--- config.mk ---
export PLATFORM = sky130hd
export DESIGN_NAME = divisor_detector_flat
export DESIGN_NICKNAME = d
export VERILOG_FILES = /design/src/rtl/divisor_detector_pkg.sv /design/src/rtl/divisor_detector_if.sv /design/src/rtl/divisor_detector_edge_detector.sv /design/src/rtl/divisor_detector.sv /design/src/flat_wrapper.sv
export SDC_FILE = /design/constraint.sdc
export NUM_CORES = 1
export LEC_CHECK = 0
export CORE_MARGIN = 2
export CORE_UTILIZATION = 50
export DETAILED_ROUTE_END_ITERATION = 8
export GPL_TIMING_DRIVEN = 0
export PLACE_DENSITY = 0.72
export SETUP_SLACK_MARGIN = 0.1
export SLEW_MARGIN = 20
export SYNTH_ARGS = -nofsm -noshare
export SYNTH_HDL_FRONTEND = slang
export SYNTH_SLANG_ARGS = --single-unit
export TNS_END_PERCENT = 20
--- constraint.sdc ---
create_clock -name iClk -period 2.8 [get_ports iClk]
set_input_delay 0.7 -clock iClk [delete_from_list [all_inputs] [get_ports iClk]]
set_output_delay 0.7 -clock iClk [all_outputs]
set_load 0.02 [all_outputs]
--- src/rtl/divisor_detector_pkg.sv ---
// Shared constants, code/state encodings and the period decoder.
package divisor_detector_pkg;

    localparam int unsigned CNT_W              = 6;
    localparam int unsigned SEL_W              = 3;
    localparam int unsigned MATCH_W            = 6;
    localparam int unsigned TIMEOUT_DEFAULT    = 32;
    localparam int unsigned LOCK_COUNT_DEFAULT = 2;

    typedef enum logic [SEL_W-1:0] {
        CODE_STATIC = 3'd0,
        CODE_DIV2   = 3'd1,
        CODE_DIV4   = 3'd2,
        CODE_DIV8   = 3'd3,
        CODE_DIV16  = 3'd4
    } code_e;

    typedef enum logic [1:0] {
        IDLE    = 2'd0,
        MEASURE = 2'd1,
        LOCKED  = 2'd2
    } state_e;

    typedef struct packed {
        logic  ok;
        code_e code;
    } decode_t;

    // Map a measured edge-to-edge period onto a division code.
    function automatic decode_t decode_period(input logic [CNT_W-1:0] period);
        decode_t d;
        d.ok   = 1'b1;
        d.code = CODE_STATIC;
        case (period)
            6'd2:    d.code = CODE_DIV2;
            6'd4:    d.code = CODE_DIV4;
            6'd8:    d.code = CODE_DIV8;
            6'd16:   d.code = CODE_DIV16;
            default: d.ok   = 1'b0;
        endcase
        return d;
    endfunction

endpackage

--- src/rtl/divisor_detector_if.sv ---
// Signal/result bundle between the waveform source and the detector.
interface divisor_detector_if;
    import divisor_detector_pkg::*;

    logic             iSignal;
    logic [SEL_W-1:0] ovSel;
    logic             oValid;
    logic             oError;

    modport master (output iSignal, input ovSel, oValid, oError);
    modport slave  (input iSignal, output ovSel, oValid, oError);
endinterface

--- src/rtl/divisor_detector_edge_detector.sv ---
// Two-stage input register with rising-edge event.
module edge_detector (
    input  logic clk,
    input  logic rst,
    input  logic sig,
    output logic rise_c
);

    logic r_sig;
    logic r_prev;

    // Sample the input and keep one cycle of history.
    always_ff @(posedge clk) begin
        if (rst) begin
            r_sig  <= 1'b0;
            r_prev <= 1'b0;
        end else begin
            r_sig  <= sig;
            r_prev <= r_sig;
        end
    end

    assign rise_c = r_sig & ~r_prev;

endmodule

--- src/rtl/divisor_detector.sv ---
// Measures the period of a divided clock and locks onto its division code.
module divisor_detector
    import divisor_detector_pkg::*;
#(
    parameter int unsigned TIMEOUT    = TIMEOUT_DEFAULT,
    parameter int unsigned LOCK_COUNT = LOCK_COUNT_DEFAULT
) (
    input  logic              iClk,
    input  logic              iReset,
    divisor_detector_if.slave bus
);

    logic               rise_c;
    logic [CNT_W-1:0]   cnt;
    logic               timeout_c;
    decode_t            dec_c;
    logic [MATCH_W-1:0] match_new_c;
    logic               lock_c;

    state_e             state, state_nxt;
    code_e              sel, sel_nxt;
    code_e              cand, cand_nxt;
    logic [MATCH_W-1:0] match, match_nxt;
    logic               valid, valid_nxt;
    logic               error, error_nxt;

    edge_detector u_edge (
        .clk    (iClk),
        .rst    (iReset),
        .sig    (bus.iSignal),
        .rise_c (rise_c)
    );

    // Period counter: restarts at each edge so that in an edge cycle it
    // already holds the number of cycles since the previous edge.
    always_ff @(posedge iClk) begin
        if (iReset) begin
            cnt <= '0;
        end else if (rise_c) begin
            cnt <= CNT_W'(1);
        end else if (cnt < CNT_W'(TIMEOUT)) begin
            cnt <= cnt + CNT_W'(1);
        end
    end

    assign timeout_c   = (cnt == CNT_W'(TIMEOUT)) && !rise_c;
    assign dec_c       = decode_period(cnt);
    assign match_new_c = (dec_c.code == cand) ? match + MATCH_W'(1) : MATCH_W'(1);
    assign lock_c      = match_new_c >= MATCH_W'(LOCK_COUNT);

    // State register.
    always_ff @(posedge iClk) begin
        if (iReset) begin
            state <= IDLE;
        end else begin
            state <= state_nxt;
        end
    end

    // Next-state logic; an edge wins over a coincident timeout.
    always_comb begin
        state_nxt = state;
        if (rise_c) begin
            case (state)
                IDLE:    state_nxt = MEASURE;
                MEASURE: if (dec_c.ok && lock_c) state_nxt = LOCKED;
                LOCKED:  if (!dec_c.ok || dec_c.code != sel) state_nxt = MEASURE;
                default: state_nxt = IDLE;
            endcase
        end else if (timeout_c) begin
            state_nxt = LOCKED;
        end
    end

    // Output and candidate tracking logic.
    always_comb begin
        sel_nxt   = sel;
        valid_nxt = valid;
        error_nxt = 1'b0;
        cand_nxt  = cand;
        match_nxt = match;
        if (rise_c && state != IDLE) begin
            if (!dec_c.ok) begin
                error_nxt = 1'b1;
                valid_nxt = 1'b0;
                match_nxt = '0;
            end else if (state == MEASURE) begin
                cand_nxt  = dec_c.code;
                match_nxt = match_new_c;
                if (lock_c) begin
                    sel_nxt   = dec_c.code;
                    valid_nxt = 1'b1;
                end
            end else if (dec_c.code != sel) begin
                valid_nxt = 1'b0;
                cand_nxt  = dec_c.code;
                match_nxt = MATCH_W'(1);
            end
        end else if (!rise_c && timeout_c) begin
            sel_nxt   = CODE_STATIC;
            valid_nxt = 1'b1;
        end
    end

    // Registered outputs and measurement history.
    always_ff @(posedge iClk) begin
        if (iReset) begin
            sel   <= CODE_STATIC;
            valid <= 1'b0;
            error <= 1'b0;
            cand  <= CODE_STATIC;
            match <= '0;
        end else begin
            sel   <= sel_nxt;
            valid <= valid_nxt;
            error <= error_nxt;
            cand  <= cand_nxt;
            match <= match_nxt;
        end
    end

    assign bus.ovSel  = sel;
    assign bus.oValid = valid;
    assign bus.oError = error;

endmodule

--- src/flat_wrapper.sv ---
// flat-port wrapper written by rule: the top's interface ports become plain ports
module divisor_detector_flat import divisor_detector_pkg::*;
#(
    parameter int unsigned TIMEOUT    = TIMEOUT_DEFAULT,
    parameter int unsigned LOCK_COUNT = LOCK_COUNT_DEFAULT
)
  (iClk, iReset, bus_iSignal, bus_ovSel, bus_oValid, bus_oError);
  divisor_detector_if bus_i ();
  input  logic iClk;
  input  logic iReset;
  input wire logic [$bits(bus_i.iSignal)-1:0] bus_iSignal;
  output wire logic [$bits(bus_i.ovSel)-1:0] bus_ovSel;
  output wire logic [$bits(bus_i.oValid)-1:0] bus_oValid;
  output wire logic [$bits(bus_i.oError)-1:0] bus_oError;
  assign bus_i.iSignal = bus_iSignal;
  assign bus_ovSel = bus_i.ovSel;
  assign bus_oValid = bus_i.oValid;
  assign bus_oError = bus_i.oError;
  divisor_detector #(.TIMEOUT(TIMEOUT), .LOCK_COUNT(LOCK_COUNT)) u_core (.iClk(iClk), .iReset(iReset), .bus(bus_i));
endmodule
**The metal 1 layer**

Bar = 20 um. Supply wires on this layer in gray.
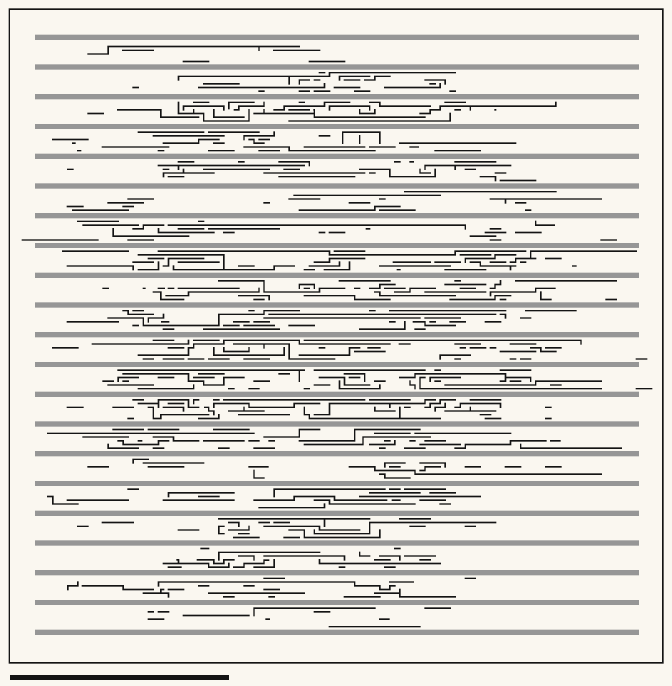
nets with wire on the layer: 186
main direction: horizontal
wire length on this layer: 1770 um
longest straight run: 27.1 um

==> CHANGELOG.md <==
### Changed

- Status: finished clean
- Die x size: 59.6 um
- Setup slack on the worst flop-to-flop path: 180 ps
- Remaining design rule violation count: 0
- Synthesized area divided by synthesized cell count: 8.59 um^2
- Count of non-filler cells in the finished layout: 224
- Portion of the clock cycle consumed by the worst path in the final layout: 93.6%
- Number of buffers outside the clock class in the layout: 15
- Signed area change from the synthesized netlist to the final layout: 11.3%
- Maximum level of the CTS H-tree: 1
- Number of multi-input combinational cells: ~140
- Logic cell area: ~990 um^2
- Max Cap Violations: 0
- Met3 routed wirelength: 97 um
- Antenna Nets Post-Route: 0
- Effective utilization at floorplan: 51.5%
- Floorplan Nets: 187
- Cells on Worst Hold Path: 1
- Largest net degree at the start of global routing: 14
- Total power of the final layout: 643 uW
- Number of nets in the layout: 199
- Cell area after layout: 0.00172 mm^2
- Multi-input gate share of total cell area: 57.5%
- Required time of the critical path: 3060 ps
- Beginning of the worst hold path: u_core.u_edge.r_sig$_SDFF_PP0_
- Total routing resource utilization after global routing: between 20% and 30%
- Area share, top type: just over 30%
- Most congested layer reported by global routing: met2
- Met1 routing resource usage after global routing: around a third
- Post-synth mux share: 2.67%
- Start point of the critical path: u_core.cnt[0]$_SDFFE_PP0P_
- Setup Fix Bufs, Post-CTS: 0
- # clk buffers: 4
- Antenna violations before repair: 0
- Port buffer count: 7
- Worst-path maximum fanout: 9
- Avg Vias per Cell: 6.28
- RSZ-0062 raised after global routing: yes
- Most common reg cell: sky130_fd_sc_hd__dfxtp_1
- Async SR Flop Fraction: 0%
- Dominant kind of cell: logic gates
- Non-CTS inverters: 6
- TritonCTS buffer count: 3
- Final setup violation count: 0
- Worst setup path category: reg2reg
- Worst rel slew slack: 66.5%
- Count of library flops with an enable pin: 0
- Storage element area: 480 um^2
- Post-placement setup slack: between 150 and 200 ps
- Routed wire length: 3480 um
- Die Area: 0.00355 mm^2
- TritonCTS clock tree: built
- Placeable core region: 0.00300 mm^2
- Largest vdd supply drop: around 0.22 mV
- DP Wirelength: approximately 2600 um
- Flops out of synthesis: 24
- Top routing layer in use: met4
- Fmax: 382 MHz
- Met2 global-route usage: approximately 33%
- Area after detailed placement: 0.00166 mm^2
- I/O pin total: 8
- Final number of max-transition violations: 0
- TAP cells: 33
- Main kind of combinational logic by area: simple AND/OR/NAND/NOR gates
- Fa+ha+maj area frac: 3.24%
- Met3 global-route usage: 3.71%
- Number of violations reported at the end of detailed-routing iteration 0: 54
- Number of warnings issued by yosys: 0
- Slack of the critical path: 180 ps
- Count of distinct cell types in the synthesized netlist: 54
- Ratio of cells with drive above 1 in the final layout: a little over an eighth
- Vias in the first global route: 1263
- Warning total across the stage logs: 29
**Met2 routing**

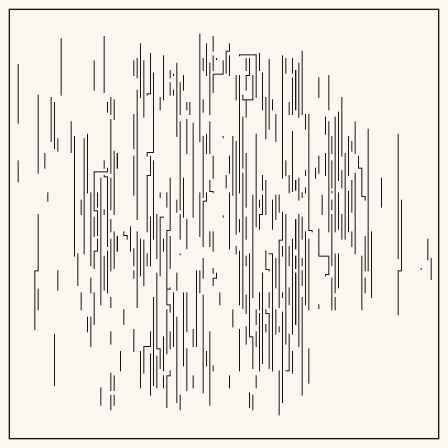
wire length on this layer: 1600 um
longest straight run: 19.7 um
main direction: vertical
share of all routed wire: 46%

==> worst max-delay path, stage by stage, from the launching register on <==
cell and delay (ps):
sky130_fd_sc_hd__dfxtp_1 370, sky130_fd_sc_hd__inv_1 90, sky130_fd_sc_hd__ha_1 270, sky130_fd_sc_hd__or3b_4 440, sky130_fd_sc_hd__o21ai_2 120, sky130_fd_sc_hd__nor4b_4 280
sky130_fd_sc_hd__and4_1 250, sky130_fd_sc_hd__buf_6 140, sky130_fd_sc_hd__or4b_1 430, sky130_fd_sc_hd__a31oi_1 170
==> power by group <==
group,switching [uW],internal (uW)
clock,110,79.6
combinational,55.5,40.8
sequential,7.49,349
Power and IR drop assume default switching activity.
